$ cat config.mk
export PLATFORM = sky130hd
export DESIGN_NAME = prescaled_mod_counter
export DESIGN_NICKNAME = d
export VERILOG_FILES = /design/src/rtl/prescaled_mod_counter.sv
export SDC_FILE = /design/constraint.sdc
export NUM_CORES = 1
export LEC_CHECK = 0
export ABC_AREA = 1
export CAP_MARGIN = 20
export CORE_MARGIN = 5
export CORE_UTILIZATION = 30
export CTS_CLUSTER_DIAMETER = 80
export DETAILED_ROUTE_END_ITERATION = 6
export GPL_ROUTABILITY_DRIVEN = 0
export MAX_ROUTING_LAYER = met4
export PLACE_DENSITY = 0.47
export SLEW_MARGIN = 15
export SYNTH_ARGS = -nofsm -noshare
export SYNTH_HDL_FRONTEND = slang
export SYNTH_SLANG_ARGS = --single-unit
$ cat constraint.sdc
create_clock -name clk_in -period 3.64 [get_ports clk_in]
set_input_delay 0.364 -clock clk_in [delete_from_list [all_inputs] [get_ports clk_in]]
set_output_delay 0.364 -clock clk_in [all_outputs]
set_load 0.02 [all_outputs]
$ cat src/rtl/prescaled_mod_counter.sv
// Modulo counter with a built-in prescaler: up, down or bounce over 0..limit-1,
// with synchronous load, out-of-range recovery and step/wrap strobes for chaining digits.
module prescaled_mod_counter #(
    parameter int WIDTH     = 8,
    parameter int PRE_WIDTH = 30
) (
    input  logic                 clk_in,
    input  logic                 reset,
    input  logic                 enable,
    input  logic [PRE_WIDTH-1:0] period,
    input  logic [WIDTH-1:0]     limit,
    input  logic [1:0]           mode,
    input  logic                 load,
    input  logic [WIDTH-1:0]     load_value,
    output logic [WIDTH-1:0]     out,
    output logic                 step_pulse,
    output logic                 wrap_pulse,
    output logic                 dir
);

    // mode        | meaning
    // MODE_UP     | count up, wrap M->0
    // MODE_DOWN   | count down, wrap 0->M
    // MODE_BOUNCE | up to M, turn, down to 0, turn
    // MODE_HOLD   | prescaler and counter frozen
    typedef enum logic [1:0] {
        MODE_UP     = 2'b00,
        MODE_DOWN   = 2'b01,
        MODE_BOUNCE = 2'b10,
        MODE_HOLD   = 2'b11
    } mode_t;

    mode_t                mode_sel;
    logic [PRE_WIDTH-1:0] pre_cnt;
    logic [WIDTH:0]       max_ext;
    logic [WIDTH-1:0]     max_val;
    logic                 run;
    logic                 step_ev;
    logic                 out_of_range;
    logic                 load_fits;
    logic [WIDTH-1:0]     nxt_out;
    logic                 nxt_dir;
    logic                 nxt_wrap;

    assign mode_sel = mode_t'(mode);

    // Adding all-ones in WIDTH+1 bits is limit-1; limit=0 selects the full range.
    assign max_ext = (limit == '0) ? {1'b0, {WIDTH{1'b1}}}
                                   : {1'b0, limit} + {(WIDTH+1){1'b1}};
    assign max_val = max_ext[WIDTH-1:0];

    assign out_of_range = ({1'b0, out} > max_ext);
    assign load_fits    = ({1'b0, load_value} <= max_ext);

    assign run     = enable && (mode_sel != MODE_HOLD);
    assign step_ev = run && ((period <= PRE_WIDTH'(1)) ||
                             (pre_cnt >= period - PRE_WIDTH'(1)));

    always_comb begin
        nxt_out  = out;
        nxt_dir  = dir;
        nxt_wrap = 1'b0;
        if (out_of_range) begin
            nxt_out  = '0;
            nxt_dir  = 1'b0;
            nxt_wrap = 1'b1;
        end else begin
            case (mode_sel)
                MODE_UP: begin
                    nxt_dir = 1'b0;
                    if (out == max_val) begin
                        nxt_out  = '0;
                        nxt_wrap = 1'b1;
                    end else begin
                        nxt_out = out + WIDTH'(1);
                    end
                end
                MODE_DOWN: begin
                    nxt_dir = 1'b1;
                    if (out == '0) begin
                        nxt_out  = max_val;
                        nxt_wrap = 1'b1;
                    end else begin
                        nxt_out = out - WIDTH'(1);
                    end
                end
                MODE_BOUNCE: begin
                    if (max_val == '0) begin
                        // single-value range: stay at 0, every step is a wrap
                        nxt_out  = '0;
                        nxt_wrap = 1'b1;
                    end else if (!dir) begin
                        if (out == max_val) begin
                            nxt_out  = out - WIDTH'(1);
                            nxt_dir  = 1'b1;
                            nxt_wrap = 1'b1;
                        end else begin
                            nxt_out = out + WIDTH'(1);
                        end
                    end else begin
                        if (out == '0) begin
                            nxt_out  = WIDTH'(1);
                            nxt_dir  = 1'b0;
                            nxt_wrap = 1'b1;
                        end else begin
                            nxt_out = out - WIDTH'(1);
                        end
                    end
                end
                MODE_HOLD: begin
                    nxt_out = out;
                end
            endcase
        end
    end

    always_ff @(posedge clk_in or posedge reset) begin
        if (reset) begin
            out        <= '0;
            pre_cnt    <= '0;
            dir        <= 1'b0;
            step_pulse <= 1'b0;
            wrap_pulse <= 1'b0;
        end else begin
            step_pulse <= 1'b0;
            wrap_pulse <= 1'b0;
            if (load) begin
                out     <= load_fits ? load_value : '0;
                pre_cnt <= '0;
                dir     <= 1'b0;
            end else if (run) begin
                if (step_ev) begin
                    pre_cnt    <= '0;
                    out        <= nxt_out;
                    dir        <= nxt_dir;
                    step_pulse <= 1'b1;
                    wrap_pulse <= nxt_wrap;
                end else begin
                    pre_cnt <= pre_cnt + PRE_WIDTH'(1);
                end
            end
        end
    end

endmodule

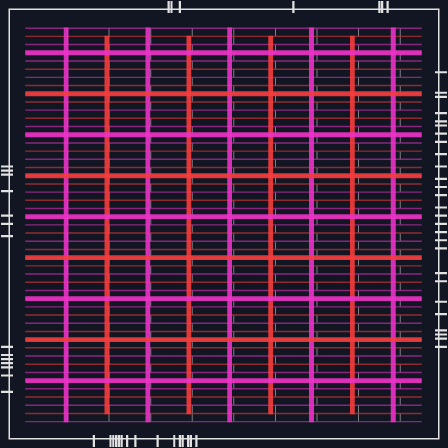
Figure 1: run 1, power grid.
Pins as bars on the die edge. Tap cells in grey.
legend:
  magenta:
    net: VSS
  red:
    net: VDD
met5 straps: 9
tap cells: 225
met4 straps: 9
Die Span Y: 142 um
CORE AREA: 17,200 sq um
Die W: 142 um
Max VDD drop: 0.163 mV

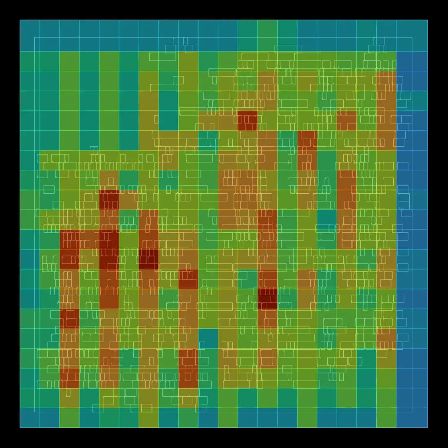
Figure 2: run 1, routing congestion map.
Most Used Layer, Global Route: met2
met2 global-route usage: 26.0%

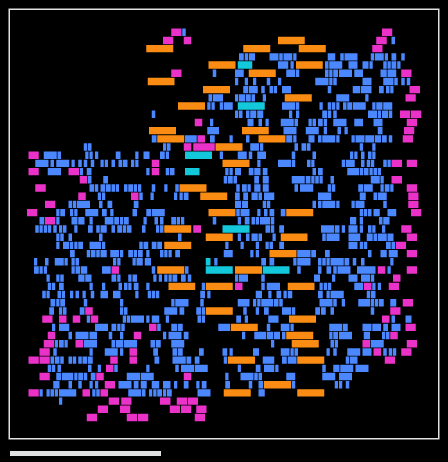
Figure 3: run 1, cells coloured by class.
Bar = 50 um.
legend:
  blue:
    class: combinational and other logic
    cells: 759
  magenta:
    class: remaining buffers and delay cells
    cells: 98
  cyan:
    class: clock drivers and dummy loads
    cells: 8
  orange:
    class: sequential cells
    cells: 41
post-route cell area: 6500 sq um
sequential cell area share: 15.8%

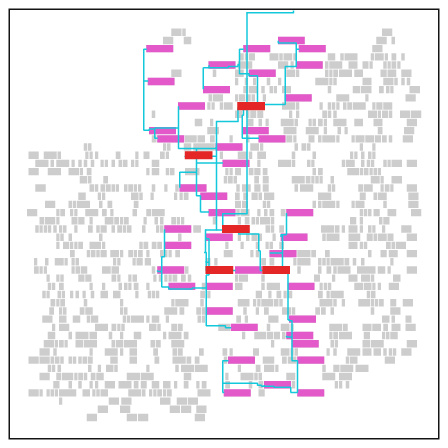
Figure 4: run 1, clock wires, drivers and flops.
legend:
  cyan:
    item: clock wires
    length: 626 um
  magenta:
    item: flip-flops
    count: 41
  red:
    item: clock drivers
    count: 5
routed clock nets: 6
Late-Pin Clk Latency: 280 ps
skew final: 5.24 ps

==> results.yml, run 1 <==
# physical design summary
status:
  status: "complete, no violations"
yosys:
  synthFlopType: "dfrtp_1"
  netlist_area_sq_um: 5230
  async_flop_share_pct: 100
  synth_chip_area_sq_um: 5230
  synth_cells: 811
  simple_gate_share_pct: 42.4
  synth_seq_share_pct: 19.6
  synthMuxAreaShare_pct: 0
  edf_count: 0
  synth_cell_types: 39
  logic_family: "simple AND/OR/NAND/NOR gates"
  syn_nets: 921
  ys_seq_elements: 41
  xor_area_share_pct: 8.37
  syn_area_per_cell_sq_um: 6.45
  adder_share_pct: 13.9
  compound_area_share_pct: 6.70
  ys_cells: 811
  yosys_warnings: 0
pwr:
  p_per_area_nw_per_um2: 251
  leakagePower_nw: 3.08
  p_total_w: 0.00163
critical_path:
  r2r_end: "out[4]$_DFFE_PP0P_"
  crit_required_ps: 3820
  path_class: "input pin to flop"
  critPathArrivalTime_ps: 3440
  startpoint_type: "input pin"
  crit_fanout: 8
  ff2ff_setup_slack_ps: 1360
  r2r_cells: 16
  cp-end-kind: "flop"
  r2r_start: "out[0]$_DFFE_PP0P_"
route:
  vias: 5181
  ant_nets: 0
  drcViolationCount: 0
  viasPerCell: 4.58
  detail_route.wl_per_cell_um: 13.3
  drt_iter0_markers: 142
  dr.pass1.iters: 4
  drt_wl_total_um: 15000
grt:
  grt-ovfl-total: 0
  grt_max_degree: 42
  track_usage_pct: 15.3
  antenna_found_initial: 0
  grt_pass1_vias: 5127
  grt_pass1_wl_um: 24700
cts:
  cts_buffers: 5
  postCtsHoldBufs: 0
  htreeDepth: 2
  tritoncts: "built"
  cts_root_buf: "clkbuf_16"
  cts_buffer_depth: 2
  clock-sinks: 41
  clk_pin_slew_worst_paths_ps: 60
  post_cts_buffers: 0
timing:
  period_needed_ps: 3260
  hold_ws_ps: 509
  drv_slew: 0
  finalClockPeriodUsage_pct: 89.5
  rsz0062_at_grt: "no"
  setup-tns-final_ps: 0
  relSlewSlack_pct: 46.2
  setup_viol: 0
  timing.fmax_mhz: 307
  worst_pin_slew_ps: 800
  hold_viol: 0
die:
  dieArea_sq_um: 20200
  rows: 48
  io_pins: 63
  fp_util_pct: 30.4
finish:
  lay_top_cells: "nand2_1 (222), nor2_1 (110), inv_1 (98), clkdlybuf4s50_1 (62), ha_1 (58)"
  nets: 1015
  drive_gt1_share_pct: 10.4
  diodes: 0
  fillers: 1910
  area_growth_pct: 24.2
  lay_top_count: "nand2_1"
run:
  cap_violations: 0
  warnings: 33
placed_design:
  port_buffers: 62
  dp_hpwl_um: 12400
worst_hold_path:
  hold_class: "input pin to async pin"
==> run 1: metrics by stage <==
step,setup slack [ps],instances,utilization [%],cell area (sq um)
after floorplan,700,811,-,5230
after global placement,73.6,1123,36.9,6330
after detailed placement,2.07,1123,36.9,6330
after CTS,291,1131,37.8,6490
after global routing,18.4,1131,37.8,6500
final,380,1131,37.8,6500
==> run 1: per-layer routing <==
layer  routed length [um]  share of wire (%)  GRT usage, %
met1                 7110                 47          19.3
met2                 7160                 48          26.0
met3                  456                3.0          1.28
met4                  322                2.1          4.55
met5                    0                  0             -
==> run 1: cells by family (layout without fill, tap and decap cells) <==
group                    Yosys count  after routing
AND-OR/OR-AND                     63             63
XOR/XNOR                          50             50
adder cells (fa/ha/maj)           58             58
buffers and inverters            114            209
flip-flops                        41             41
AND/OR/NAND/NOR                  485            485
==> run 1: synth_stat cells (5+ instances only) <==
master / n / area (sq um)
nor2_4: 7 / 78.8
xor2_1: 30 / 263
nand4_1: 20 / 125
dfrtp_1: 41 / 1030
nor2_1: 110 / 413
nor3_1: 23 / 115
ha_1: 58 / 726
xnor2_1: 20 / 175
nand3_1: 57 / 285
o21ai_0: 18 / 90.1
nor3_2: 5 / 50.1
nand2_1: 222 / 833
inv_1: 99 / 372
a21oi_1: 33 / 165
nand2_2: 5 / 31.3
nor2_2: 13 / 81.3
==> run 1: flip-flops by register name (all words and copies together), names as in the netlist <==
| name | cells |
|---|---|
| pre_cnt | 30 |
| out | 8 |
| dir | 1 |
| step_pulse | 1 |
| wrap_pulse | 1 |
==> run 1: timing repair <==
action | 4_1_cts | 5_1_grt
resized | 0 | 1
endpoints found under the setup margin | 0 | 7
hold endpoints to repair | 0 | 0
==> run 1: cell type report <==
| class | instances | area [sq um] | area share (%) |
|---|---|---|---|
| repair buffers | 98 | 903 | 13.9 |
| flip-flops and latches | 41 | 1030 | 15.8 |
| inverters | 103 | 392 | 6.03 |
| well taps | 225 | 282 | 4.33 |
| clock buffers | 7 | 153 | 2.35 |
| multi-input cells | 656 | 3740 | 57.5 |
| clock inverters | 1 | 5.00 | 0.0770 |
==> run 1: worst max-delay path, stage by stage <==
cell and delay (ps):
clkdlybuf4s50_1 470, nor2_1 160, nand2_1 100, nor2_2 160
nand3_1 140, nor2_2 200, nand3_1 170, nor3_2 160
xnor2_1 100, ha_1 300, nand2_1 50, nor2_1 120
nand2_1 100, nor3_1 180, nand2_1 90, nand4_2 110
nand2_4 70, nand2_4 80, buf_4 160, nand2_1 60
nand2_1 50, nand2_1 40
==> run 1: power by group <==
group | switching [W] | internal (W)
sequential | 0.0000381 | 0.000474
combinational | 0.000381 | 0.000273
clock | 0.000175 | 0.000290
==> run 1: worst max path at each step <==
stage	start	endpoint	slack, ps
6_report	period[2]	dir$_DFFE_PP0P_	380
3_3_place_gp	period[0]	dir$_DFFE_PP0P_	70
4_1_cts	period[0]	dir$_DFFE_PP0P_	290
3_5_place_dp	period[0]	dir$_DFFE_PP0P_	2
2_1_floorplan	period[0]	dir$_DFFE_PP0P_	700
5_1_grt	period[0]	dir$_DFFE_PP0P_	20
==> run 2: changes to the inputs <==
--- a/config.mk
+++ b/config.mk
@@ -6,6 +6,7 @@
 export NUM_CORES = 1
 export LEC_CHECK = 0
 export ABC_AREA = 1
+export ABC_CLOCK_PERIOD_IN_PS = 3640
 export CAP_MARGIN = 20
 export CORE_MARGIN = 5
 export CORE_UTILIZATION = 30
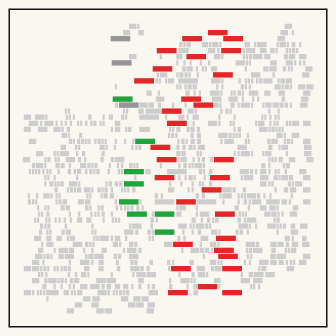
Figure 5: run 2, sequential cells coloured by netlist name.
Other sequential cells in the stronger grey, the rest of the logic in the fainter grey.
legend:
  green:
    name_in_the_netlist: out
    placed_flops: 8
    where: middle
  red:
    name_in_the_netlist: pre_cnt
    placed_flops: 30
    where: a column down the middle
Core Util, Final: 37.8%
power dissipated in sequential cells: 0.000512 W
sequential cell area: 1030 sq um

==> results.yml, run 2 <==
# physical design summary
status:
  status: "complete, no violations"
grt:
  grt_pass1_vias: 5127
  antenna_found_initial: 0
cts:
  clock-sinks: 41
  clk_pin_slew_worst_paths_ps: 60
  cts_buffer_depth: 2
  cts_buffers: 5
  tritoncts: "built"
  htreeDepth: 2
die:
  io_pins: 63
  die_h_um: 142
  rows: 48
  dieArea_sq_um: 20200
  core_area_sq_um: 17200
  fp_util_pct: 30.4
timing:
  setup-tns-final_ps: 0
  rsz0062_at_grt: "no"
  worst_pin_slew_ps: 800
  hold_viol: 0
  clock_skew_ps: 5.24
  finalClockPeriodUsage_pct: 89.5
worst_hold_path:
  hold_class: "input pin to async pin"
finish:
  nets: 1015
  diodes: 0
  lay_top_cells: "nand2_1 (222), nor2_1 (110), inv_1 (98), clkdlybuf4s50_1 (62), ha_1 (58)"
  logic_area_sq_um: 3740
  area_growth_pct: 24.2
  reg_top3: "pre_cnt: 30 flops, out: 8 flops"
  largest_reg_flops: 30
  lay_top_count: "nand2_1"
  largest_register: "pre_cnt"
  fin_area_sq_um: 6500
  fillers: 1910
yosys:
  syn_nets: 921
  synth_seq_share_pct: 19.6
  synthTopCellsByCount: "nand2_1 (222), nor2_1 (110), inv_1 (99)"
  ys_seq_elements: 41
  synth_cells: 811
  yosysTopAreaCellShare_pct: 19.6
  top_cells_by_area: "dfrtp_1 (20%), nand2_1 (16%), ha_1 (14%)"
  syn_area_per_cell_sq_um: 6.45
  async_flop_share_pct: 100
  edf_count: 0
  yosys_warnings: 0
  synthFlopType: "dfrtp_1"
  synth_cell_types: 39
  synth_chip_area_sq_um: 5230
  synth.most_common_cell: "nand2_1"
run:
  warnings: 33
pwr:
  p_comb_share_pct: 40.1
  switching_share_pct: 36.4
  seqPwrFrac_pct: 31.4
  p_total_w: 0.00163
  ir_drop_mv: 0.163
  leakagePower_nw: 3.08
  power.switching_w: 0.000594
  clock_power_share_pct: 28.5
  p_int_w: 0.00104
placed_design:
  port_buffers: 62
  dp_hpwl_um: 12400
  dpl_cell_area_sq_um: 6330
critical_path:
  startpoint_type: "input pin"
  r2r_end: "out[4]$_DFFE_PP0P_"
  cp-endpoint: "dir$_DFFE_PP0P_"
  r2r_cells: 16
  cp-end-kind: "flop"
  r2r_start: "out[0]$_DFFE_PP0P_"
  critPathArrivalTime_ps: 3440
  crit_required_ps: 3820
  crit_fanout: 8
  ff2ff_setup_slack_ps: 1360
route:
  ant_nets: 0
  dr.pass1.iters: 4
  drt_iter0_markers: 142
  vias: 5181
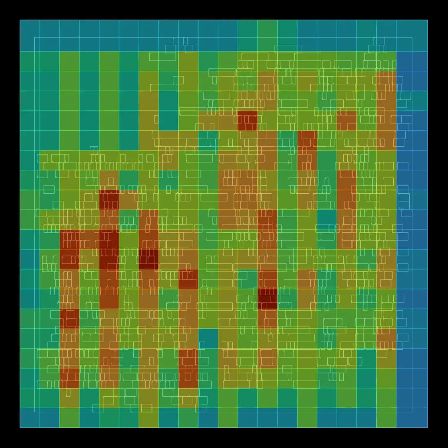
Figure 6: run 2, routing congestion map.
GR Util met1: 19.3%
GRT Overall Usage: 15.3%
WL/cell: 13.3 um
GRT met3 Usage: 1.28%

-- run 2: cell counts after synthesis --
No cell type changed its count.
-- run 2: area by class of cell --
cell class / count / area share, %
repair buffers: 98 / 13.9
flip-flops and latches: 41 / 15.8
multi-input cells: 656 / 57.5
well taps: 225 / 4.33
inverters: 103 / 6.03
clock buffers: 7 / 2.35
clock inverters: 1 / 0.0770
-- run 2: layer usage --
layer	share of wire (%)	GRT usage [%]	vias up
met5	0	-	-
met3	3.0	1.28	19
met2	48	26.0	81
li1	-	-	2801
met4	2.1	4.55	0
met1	47	19.3	2280
-- run 2: timing repair --
action | in CTS | in global routing
buffers inserted | 0 | 0
setup endpoints to repair | 0 | 7
resized | 0 | 1
-- run 2: worst min-delay path by stage --
stage                                 start  cells past startpoint  slack [ps]                 endpoint
floorplan            pre_cnt[1]$_DFFE_PP0P_                      2         500   pre_cnt[1]$_DFFE_PP0P_
global placement    pre_cnt[29]$_DFFE_PP0P_                      2         550  pre_cnt[29]$_DFFE_PP0P_
detailed placement          dir$_DFFE_PP0P_                      2         560          dir$_DFFE_PP0P_
CTS                                   reset                      3         540     wrap_pulse$_DFF_PP0_
global route                          reset                      3         570     step_pulse$_DFF_PP0_
finish                                reset                      3         510     wrap_pulse$_DFF_PP0_
-- run 2: kinds of logic (layout without fill, tap and decap cells) --
| kind of cell | Yosys count | after routing | share of synthesized area (%) |
|---|---|---|---|
| adders and majority gates | 58 | 58 | 13.9 |
| AOI/OAI and AO/OA | 63 | 63 | 6.70 |
| xor gates and xnor gates | 50 | 50 | 8.37 |
| buffers and inverters | 114 | 209 | 9.02 |
| and+or+nand+nor | 485 | 485 | 42.4 |
| DFF | 41 | 41 | 19.6 |
-- run 2: critical path: stages --
cell and delay [ps]:
clkdlybuf4s50_1 470, nor2_1 160, nand2_1 100, nor2_2 160, nand3_1 140, nor2_2 200
nand3_1 170, nor3_2 160, xnor2_1 100, ha_1 300, nand2_1 50, nor2_1 120
nand2_1 100, nor3_1 180, nand2_1 90, nand4_2 110, nand2_4 70, nand2_4 80
buf_4 160, nand2_1 60, nand2_1 50, nand2_1 40
-- run 2: per-stage QoR --
stage / setup slack, ps / util, %
5_1_grt: 18.4 / 37.8
2_1_floorplan: 700 / -
4_1_cts: 291 / 37.8
3_5_place_dp: 2.07 / 36.9
6_report: 380 / 37.8
3_3_place_gp: 73.6 / 36.9
-- run 2: power by group through the flow --
stage	combinational, W	sequential [W]	clock [W]
2_1_floorplan	0.000391	0.000528	0
3_3_place_gp	0.000659	0.000522	0
3_5_place_dp	0.000656	0.000520	0
4_1_cts	0.000660	0.000512	0.000480
5_1_grt	0.000743	0.000516	0.000490
6_report	0.000654	0.000512	0.000465
==> run 3: changes to the inputs <==
--- a/config.mk
+++ b/config.mk
@@ -8,13 +8,14 @@
 export ABC_AREA = 1
 export ABC_CLOCK_PERIOD_IN_PS = 3640
 export CAP_MARGIN = 20
-export CORE_MARGIN = 5
+export CORE_MARGIN = 3
 export CORE_UTILIZATION = 30
 export CTS_CLUSTER_DIAMETER = 80
 export DETAILED_ROUTE_END_ITERATION = 6
 export GPL_ROUTABILITY_DRIVEN = 0
 export MAX_ROUTING_LAYER = met4
 export PLACE_DENSITY = 0.47
+export SKIP_LAST_GASP = 1
 export SLEW_MARGIN = 15
 export SYNTH_ARGS = -nofsm -noshare
 export SYNTH_HDL_FRONTEND = slang
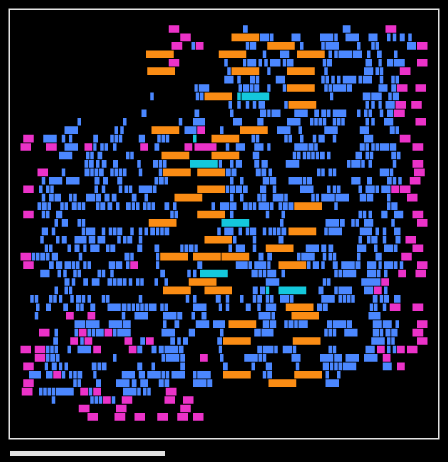
Figure 7: run 3, cells coloured by class.
Bar = 50 um.
legend:
  blue:
    class: combinational and other logic
    cells: 759
  orange:
    class: sequential cells
    cells: 41
  magenta:
    class: remaining buffers and delay cells
    cells: 92
  cyan:
    class: clock drivers and dummy loads
    cells: 8
row cnt: 47
Core Util, Final: 38.2%

==> results.yml, run 3 <==
# physical design summary
status:
  status: "complete, no violations"
timing:
  period_needed_ps: 3300
  finalClockPeriodUsage_pct: 90.5
  clock_skew_ps: 4.40
  rsz0062_at_grt: "no"
  timing.fmax_mhz: 303
  relSlewSlack_pct: 63.9
  hold_viol: 0
  drv_slew: 0
  setup_ws_ps: 345
  setup_viol: 0
  setup-tns-final_ps: 0
cts:
  cts_buffer_depth: 2
  tritoncts: "built"
  clock-sinks: 41
  postCtsHoldBufs: 0
  htreeDepth: 2
  post_cts_buffers: 0
  clk_pin_slew_worst_paths_ps: 60
  cts_root_buf: "clkbuf_16"
grt:
  antenna_found_initial: 0
  grt_pass1_vias: 5043
  grt_max_degree: 42
  grt-ovfl-total: 0
finish:
  area_growth_pct: 22.8
  nets: 1009
  lay_top_count: "nand2_1"
  drive_gt1_share_pct: 9.56
  diodes: 0
  largest_register: "pre_cnt"
  reg_top3: "pre_cnt: 30 flops, out: 8 flops"
critical_path:
  path_class: "input pin to flop"
  cp-end-kind: "flop"
  critPathArrivalTime_ps: 3490
  r2r_start: "out[2]$_DFFE_PP0P_"
  ff2ff_setup_slack_ps: 1280
  worstSetupStartpoint: "period[0]"
  max_stage_delay_ps: 430
  crit_fanout: 30
  crit_chain: "clkdlybuf4s50_1 > inv_1 > ha_1 > nand2_2 > nor2_4 > nand3_4 > nor2_4 > nand2_2 > nor2_2 > nand3_2 > nor2_2 > xor2_1 > ha_1 > nand2_1 > nor2_1 > nand2_1 > nor2_1 > a21oi_1 > nand4_2 > nand2_4 > nand2_4 > buf_12 > nor3_1"
  crit_required_ps: 3840
  crit_slowest_cell: "clkdlybuf4s50_1"
route:
  drt_iter0_markers: 206
  ant_nets: 0
  dr.pass1.iters: 4
  vias: 5126
  viasPerCell: 4.58
  drcViolationCount: 0
  drt_wl_total_um: 14700
yosys:
  synthFlopType: "dfrtp_1"
  synthTopCellsByCount: "nand2_1 (222), nor2_1 (110), inv_1 (99)"
  synth_chip_area_sq_um: 5230
  syn_nets: 921
  synth_cells: 811
  ys_cells: 811
  yosysTopAreaCellShare_pct: 19.6
  ys_seq_elements: 41
  async_flop_share_pct: 100
  top_cells_by_area: "dfrtp_1 (20%), nand2_1 (16%), ha_1 (14%)"
  syn_area_per_cell_sq_um: 6.45
  netlist_area_sq_um: 5230
  synth_cell_types: 39
die:
  die_w_um: 138
  core_area_sq_um: 16800
  io_pins: 63
  fp_util_pct: 31.1
  die_h_um: 138
placed_design:
  dpl_cell_area_sq_um: 6280
  dp_hpwl_um: 12100
  port_buffers: 62
  dp_slack_ps: 5.44
pwr:
  p_comb_share_pct: 39.3
  ir_drop_mv: 0.148
  p_total_w: 0.00158
  p_int_w: 0.000991
  seqPwrFrac_pct: 33.5
  power.switching_w: 0.000589
run:
  cap_violations: 0
  warnings: 33
worst_hold_path:
  hold_class: "input pin to async pin"
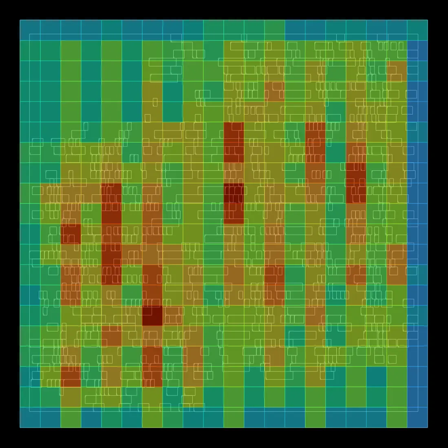
Figure 8: run 3, routing congestion map.
GRT met3 Usage: 1.73%
GRT Overall Usage: 15.7%
met2 global-route usage: 27.2%
WL/cell: 13.2 um

-- run 3: cell counts after synthesis --
Identical to the previous run, type by type.
-- run 3: final cells by class --
class | instances | area (sq um)
Clock buffer | 8 | 136
Tap cell | 220 | 275
Timing Repair Buffer | 92 | 858
Multi-Input combinational cell | 656 | 3740
Sequential cell | 41 | 1030
Inverter | 103 | 392
Fill cell | 1854 | 10400
-- run 3: stage by stage --
stage	hold slack, ps	instances
finish	508	1120
global route	571	1120
CTS	540	1120
detailed placement	561	1112
global placement	558	1112
floorplan	504	811
-- run 3: per-layer routing --
metal / up-vias / wire [um] / track usage (%)
met4: 0 / 207 / 3.64
met2: 87 / 7120 / 27.2
met5: - / 0 / -
met3: 11 / 470 / 1.73
met1: 2247 / 6950 / 19.7
li1: 2781 / - / -
-- run 3: power groups by stage --
stage	combinational (W)	clock (W)	sequential, W
after detailed placement	0.000623	0	0.000538
after global routing	0.000712	0.000459	0.000534
final	0.000621	0.000429	0.000530
after floorplan	0.000391	0	0.000528
after global placement	0.000626	0	0.000539
after CTS	0.000626	0.000440	0.000531
-- run 3: cell families (layout without fill, tap and decap cells) --
kind of cell	after synthesis	after routing	share of synthesized area [%]
AOI/OAI and AO/OA	63	63	6.70
and+or+nand+nor	485	485	42.4
adders and majority gates	58	58	13.9
buffers and inverters	114	203	9.02
xor gates and xnor gates	50	50	8.37
DFF	41	41	19.6
-- run 3: what timing repair did --
item	4_1_cts	5_1_grt
hold endpoints to repair	0	0
setup endpoints to repair	0	2
gates resized	0	1
-- run 3: final timing paths --
kind                                            to  cells after the start
max in group asynchronous  pre_cnt[14]$_DFFE_PP0P_                      3
hold reg to reg            pre_cnt[29]$_DFFE_PP0P_                      2
setup reg to reg                out[3]$_DFFE_PP0P_                     12
min in group clk_in        pre_cnt[29]$_DFFE_PP0P_                      2
setup / recovery            pre_cnt[8]$_DFFE_PP0P_                     23
hold / removal                wrap_pulse$_DFF_PP0_                      3
-- run 3: critical path, delay by kind of cell --
kind	cells	cell delay, ps
compound gates	1	170
xor+xnor	1	160
fa+ha+maj	2	450
buf+inv	3	710
simple gates	16	1640
Power figures rest on the tool's default switching activity, not on a simulated workload.
